<file path="src/rtl/wb_master_if.sv">
// Request/response port of the J1 I/O bridge plus the Wishbone classic bus it drives.
// Signal names match the bridge's established port list.
interface wb_master_if #(
  parameter int AW = 16,
  parameter int DW = 16
);
  logic          req_i;
  logic          req_we_i;
  logic [AW-1:0] req_adr_i;
  logic [DW-1:0] req_dat_i;
  logic          busy_o;
  logic          rsp_valid_o;
  logic          rsp_err_o;
  logic [DW-1:0] rsp_dat_o;
  logic          wb_cyc_o;
  logic          wb_stb_o;
  logic          wb_we_o;
  logic [AW-1:0] wb_adr_o;
  logic [DW-1:0] wb_dat_o;
  logic [DW-1:0] wb_dat_i;
  logic          wb_ack_i;

  modport master (
    input  req_i, req_we_i, req_adr_i, req_dat_i, wb_dat_i, wb_ack_i,
    output busy_o, rsp_valid_o, rsp_err_o, rsp_dat_o,
    output wb_cyc_o, wb_stb_o, wb_we_o, wb_adr_o, wb_dat_o
  );

  modport slave (
    output req_i, req_we_i, req_adr_i, req_dat_i, wb_dat_i, wb_ack_i,
    input  busy_o, rsp_valid_o, rsp_err_o, rsp_dat_o,
    input  wb_cyc_o, wb_stb_o, wb_we_o, wb_adr_o, wb_dat_o
  );
endinterface

</file>
<file path="src/rtl/wb_master.sv">
// Wishbone classic single-transfer master with ACK timeout.
// state  | meaning
// IDLE   | no bus cycle; accepts a request at any edge with req_i=1
// ACTIVE | CYC/STB held until ACK or timeout; new requests ignored
module wb_master #(
  parameter int AW      = 16,
  parameter int DW      = 16,
  parameter int TIMEOUT = 15
) (
  input  logic clk_i,
  input  logic rst_i,
  wb_master_if.master bus
);

  localparam int CW = (TIMEOUT < 1) ? 1 : $clog2(TIMEOUT + 1);
  localparam logic [CW-1:0] CNT_LAST = (TIMEOUT < 1) ? '0 : CW'(TIMEOUT - 1);
  localparam logic [CW-1:0] CNT_MAX  = '1;

  typedef enum logic {IDLE = 1'b0, ACTIVE = 1'b1} state_t;

  state_t        state_q, state_d;
  logic [CW-1:0] cnt_q, cnt_d;
  logic          busy_q, busy_d;
  logic          rsp_valid_q, rsp_valid_d;
  logic          rsp_err_q, rsp_err_d;
  logic [DW-1:0] rsp_dat_q, rsp_dat_d;
  logic          cyc_q, cyc_d;
  logic          stb_q, stb_d;
  logic          we_q, we_d;
  logic [AW-1:0] adr_q, adr_d;
  logic [DW-1:0] dat_q, dat_d;

  logic ack, tmo;

  // ACK outside a cycle is stale; ACK beats a coincident timeout
  assign ack = (state_q == ACTIVE) && bus.wb_ack_i;
  assign tmo = (TIMEOUT != 0) && (state_q == ACTIVE) && !bus.wb_ack_i
               && (cnt_q == CNT_LAST);

  always_ff @(posedge clk_i) begin
    if (!rst_i) begin
      state_q     <= IDLE;
      cnt_q       <= '0;
      busy_q      <= 1'b0;
      rsp_valid_q <= 1'b0;
      rsp_err_q   <= 1'b0;
      rsp_dat_q   <= '0;
      cyc_q       <= 1'b0;
      stb_q       <= 1'b0;
      we_q        <= 1'b0;
      adr_q       <= '0;
      dat_q       <= '0;
    end else begin
      state_q     <= state_d;
      cnt_q       <= cnt_d;
      busy_q      <= busy_d;
      rsp_valid_q <= rsp_valid_d;
      rsp_err_q   <= rsp_err_d;
      rsp_dat_q   <= rsp_dat_d;
      cyc_q       <= cyc_d;
      stb_q       <= stb_d;
      we_q        <= we_d;
      adr_q       <= adr_d;
      dat_q       <= dat_d;
    end
  end

  always_comb begin
    state_d = state_q;
    case (state_q)
      IDLE:    if (bus.req_i) state_d = ACTIVE;
      ACTIVE:  if (ack || tmo) state_d = IDLE;
      default: state_d = IDLE;
    endcase
  end

  always_comb begin
    cnt_d       = cnt_q;
    busy_d      = busy_q;
    rsp_valid_d = 1'b0;
    rsp_err_d   = 1'b0;
    rsp_dat_d   = rsp_dat_q;
    cyc_d       = cyc_q;
    stb_d       = stb_q;
    we_d        = we_q;
    adr_d       = adr_q;
    dat_d       = dat_q;
    case (state_q)
      IDLE: begin
        if (bus.req_i) begin
          cnt_d  = '0;
          busy_d = 1'b1;
          cyc_d  = 1'b1;
          stb_d  = 1'b1;
          we_d   = bus.req_we_i;
          adr_d  = bus.req_adr_i;
          dat_d  = bus.req_we_i ? bus.req_dat_i : '0;
        end
      end
      ACTIVE: begin
        if (ack || tmo) begin
          busy_d      = 1'b0;
          rsp_valid_d = 1'b1;
          rsp_err_d   = tmo;
          cyc_d       = 1'b0;
          stb_d       = 1'b0;
          we_d        = 1'b0;
          adr_d       = '0;
          dat_d       = '0;
          if (!we_q) rsp_dat_d = ack ? bus.wb_dat_i : '0;
        end else if (cnt_q != CNT_MAX) begin
          cnt_d = cnt_q + CW'(1);
        end
      end
      default: ;
    endcase
  end

  assign bus.busy_o      = busy_q;
  assign bus.rsp_valid_o = rsp_valid_q;
  assign bus.rsp_err_o   = rsp_err_q;
  assign bus.rsp_dat_o   = rsp_dat_q;
  assign bus.wb_cyc_o    = cyc_q;
  assign bus.wb_stb_o    = stb_q;
  assign bus.wb_we_o     = we_q;
  assign bus.wb_adr_o    = adr_q;
  assign bus.wb_dat_o    = dat_q;

endmodule
</file>
<file path="src/flat_wrapper.sv">
// flat-port wrapper written by rule: the top's interface ports become plain ports
module wb_master_flat 
#(
  parameter int AW      = 16,
  parameter int DW      = 16,
  parameter int TIMEOUT = 15
)
  (clk_i, rst_i, bus_req_i, bus_req_we_i, bus_req_adr_i, bus_req_dat_i, bus_wb_dat_i, bus_wb_ack_i, bus_busy_o, bus_rsp_valid_o, bus_rsp_err_o, bus_rsp_dat_o, bus_wb_cyc_o, bus_wb_stb_o, bus_wb_we_o, bus_wb_adr_o, bus_wb_dat_o);
  wb_master_if #(.AW(AW), .DW(DW)) bus_i ();
  input  logic clk_i;
  input  logic rst_i;
  input wire logic [$bits(bus_i.req_i)-1:0] bus_req_i;
  input wire logic [$bits(bus_i.req_we_i)-1:0] bus_req_we_i;
  input wire logic [$bits(bus_i.req_adr_i)-1:0] bus_req_adr_i;
  input wire logic [$bits(bus_i.req_dat_i)-1:0] bus_req_dat_i;
  input wire logic [$bits(bus_i.wb_dat_i)-1:0] bus_wb_dat_i;
  input wire logic [$bits(bus_i.wb_ack_i)-1:0] bus_wb_ack_i;
  output wire logic [$bits(bus_i.busy_o)-1:0] bus_busy_o;
  output wire logic [$bits(bus_i.rsp_valid_o)-1:0] bus_rsp_valid_o;
  output wire logic [$bits(bus_i.rsp_err_o)-1:0] bus_rsp_err_o;
  output wire logic [$bits(bus_i.rsp_dat_o)-1:0] bus_rsp_dat_o;
  output wire logic [$bits(bus_i.wb_cyc_o)-1:0] bus_wb_cyc_o;
  output wire logic [$bits(bus_i.wb_stb_o)-1:0] bus_wb_stb_o;
  output wire logic [$bits(bus_i.wb_we_o)-1:0] bus_wb_we_o;
  output wire logic [$bits(bus_i.wb_adr_o)-1:0] bus_wb_adr_o;
  output wire logic [$bits(bus_i.wb_dat_o)-1:0] bus_wb_dat_o;
  assign bus_i.req_i = bus_req_i;
  assign bus_i.req_we_i = bus_req_we_i;
  assign bus_i.req_adr_i = bus_req_adr_i;
  assign bus_i.req_dat_i = bus_req_dat_i;
  assign bus_i.wb_dat_i = bus_wb_dat_i;
  assign bus_i.wb_ack_i = bus_wb_ack_i;
  assign bus_busy_o = bus_i.busy_o;
  assign bus_rsp_valid_o = bus_i.rsp_valid_o;
  assign bus_rsp_err_o = bus_i.rsp_err_o;
  assign bus_rsp_dat_o = bus_i.rsp_dat_o;
  assign bus_wb_cyc_o = bus_i.wb_cyc_o;
  assign bus_wb_stb_o = bus_i.wb_stb_o;
  assign bus_wb_we_o = bus_i.wb_we_o;
  assign bus_wb_adr_o = bus_i.wb_adr_o;
  assign bus_wb_dat_o = bus_i.wb_dat_o;
  wb_master #(.AW(AW), .DW(DW), .TIMEOUT(TIMEOUT)) u_core (.clk_i(clk_i), .rst_i(rst_i), .bus(bus_i));
endmodule
</file>
<file path="config.mk">
export PLATFORM = sky130hd
export DESIGN_NAME = wb_master_flat
export DESIGN_NICKNAME = d
export VERILOG_FILES = /design/src/rtl/wb_master_if.sv /design/src/rtl/wb_master.sv /design/src/flat_wrapper.sv
export SDC_FILE = /design/constraint.sdc
export NUM_CORES = 1
export LEC_CHECK = 0
export CORE_MARGIN = 3
export CORE_UTILIZATION = 39
export CTS_CLUSTER_SIZE = 14
export DETAILED_ROUTE_END_ITERATION = 10
export PLACE_DENSITY = 0.79
export SYNTH_ARGS = -nofsm -noshare
export SYNTH_HDL_FRONTEND = slang
export SYNTH_SLANG_ARGS = --single-unit
</file>
<file path="constraint.sdc">
create_clock -name clk_i -period 2.35 [get_ports clk_i]
set_input_delay 0.47 -clock clk_i [delete_from_list [all_inputs] [get_ports clk_i]]
set_output_delay 0.47 -clock clk_i [all_outputs]
set_load 0.005 [all_outputs]
</file>
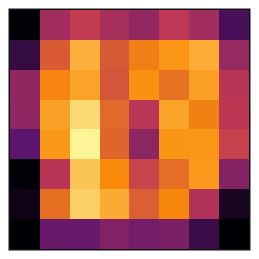
(images/util_map.png)
(3 px per um) 8 x 8 tiles, from black (low) to pale yellow (high), 0 to 100% covered.
tiles over 75% full = 27%
fullest tile = 98%
nearly empty tiles = 6.2%
mean over tiles = 53%
Core Footprint: 5170 um2
Init Core Util: 41.0%
Core Util, Final: 66.6%

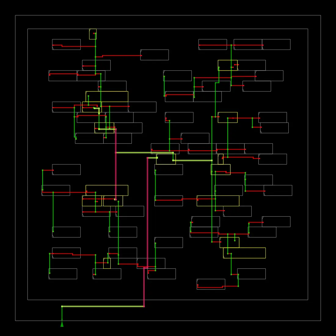
(images/clock_nets.png)
CTS Sinks: 57
clk pwr: 1.18 mW
worst clock skew: 0.00738 ns
total CTS buffers: 9

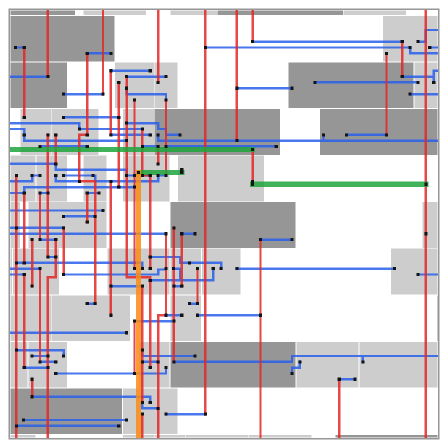
(images/closeup.png)
Region (27, 27) to (52, 52) um. Cells in grey, sequential cells in the stronger grey; small squares are vias.
green -> M3
orange -> M4
blue -> M1
red -> M2
cells with their middle in the window = 29
netlist names of flops here include = u_core.cnt_q (3), u_core.bus.wb_dat_o (2)
most frequent = dfxtp_1 (7), a21oi_1 (3)
sequential cells in the window = 7

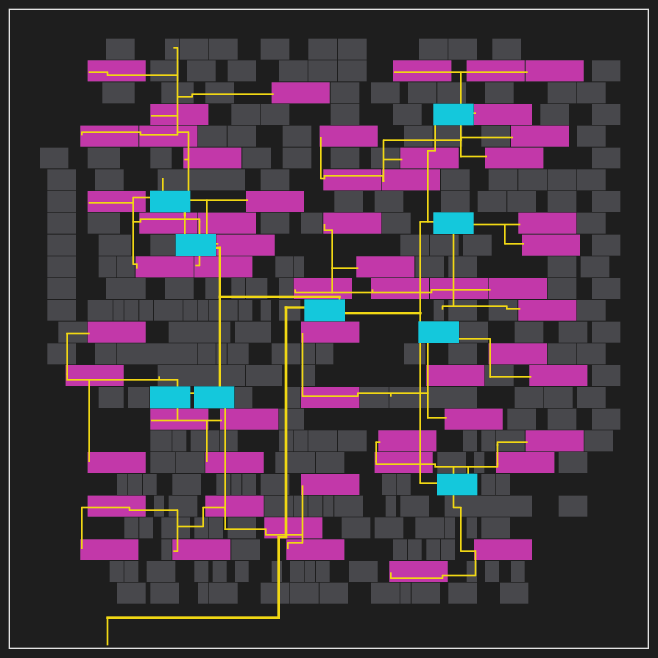
(images/clock_wires.png)
(8 px per um)
cyan -> clock-net drivers  # count 9
yellow -> clock wires  # length 673 um
magenta -> flip-flops  # count 57
flops lie = spread over the die
routed clock nets = 10
clk_lat worst skew: 0.32 ns
Clock power frac: 46.9%

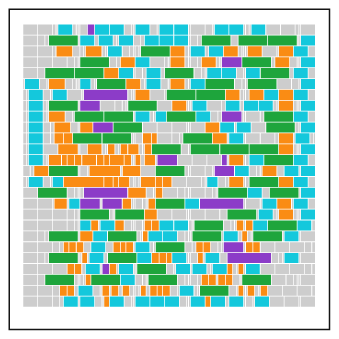
(images/class_map.png)
(4 px per um) Fill, decap, tap and diode cells in grey.
green -> sequential cells  # cells 57
orange -> remaining logic cells  # cells 118
purple -> clock drivers and dummy loads  # cells 16
cyan -> remaining buffers and delay cells  # cells 112

==> results.cfg <==
; synthesis and place-and-route metrics
[layout]
drive_gt1_share_pct = 11.9
dominant_cells = sequential cells
antenna_cells = 0
nMultiInputCombCells = 115
buffers = 112
nFillCells = 417
comb_area_um2 = 843
finish.net_count = 353

[drt]
dr.pass1.iters = 4
detail-route-antenna-nets = 0
routed.top_layer = met4
finalWirelength_um = 5650
drc_errors = 0
met3_wirelength_um = 300
wire_per_inst_um = 15.2
dr_total_vias = 1891

[power_and_ir_drop]
powerDensity_nw_per_um2 = 728
internal_power_mw = 2.00
pwr-share-comb_pct = 12.0
pg_seq_mw = 1.03
power_frac_seq_pct = 41.1
power_leakage_nw = 1.28
p_total_mw = 2.51
swShare_pct = 20.2

[worst_setup_path]
critPathMaxStageDelay_ns = 0.59
crit_type = input port to register
cp-start-kind = input port
setup.worst_path.end = u_core.bus.wb_dat_o[10]$_SDFFE_PN0P_
crit_slowest_cell = clkdlybuf4s50_1
cp.arrival_ns = 2.05
critical_path_required_ns = 2.60
cp-end-kind = register
worstPathMaxFanout = 17
critPathLaunch = bus_req_i
crit_cells = 4
reg2reg_depth = 5
crit_buf_inv = 1

[global_route]
first_global_vias = 1872
use_met3_pct = 4.29
grt_pass1_wl_um = 8980

[timing]
slew_viol_final = 0
setup_viol = 0
setup_tns_ns = 0
maxSlewHeadroom_pct = 49.0

[worst_hold_path]
worstHoldStart = u_core.bus.rsp_dat_o[8]$_SDFFE_PN0P_
min_to = u_core.bus.rsp_dat_o[8]$_SDFFE_PN0P_
whs_path_depth = 2

[yosys]
edf_count = 0
numSynthFlops = 57
synth_top_cell_by_count = dfxtp_1
common_cells = dfxtp_1 (57), a32o_1 (27), a21oi_1 (21)
ys_sh_xor_pct = 0
top_cells_by_area = dfxtp_1 (54%), a32o_1 (13%), a21oi_1 (5.0%)
yosysSeqAreaShare_pct = 53.9
ys_sh_aoi_pct = 29.2
ys_area_um2 = 2120
ys_top_logic_family = AND-OR/OR-AND gates
ys.flop_type = dfxtp_1
syn-cell-area_um2 = 2120

[die]
fp.dieW_um = 79.7
ios = 107

[clock_tree]
clkTransAtPathRegs_ns = 0.06
cts_setup_buffers = 0
cts_max_level = 3
holdBufCountCts = 0
clockRootBuffer = clkbuf_8

[flow_run]
cap_violations = 0
warnings = 27

[placement]
place_congestion = 0.794
hpwl_um = 3850

[outcome]
status = complete, no violations
No activity file was given, so power comes from the tool's default toggle rates.
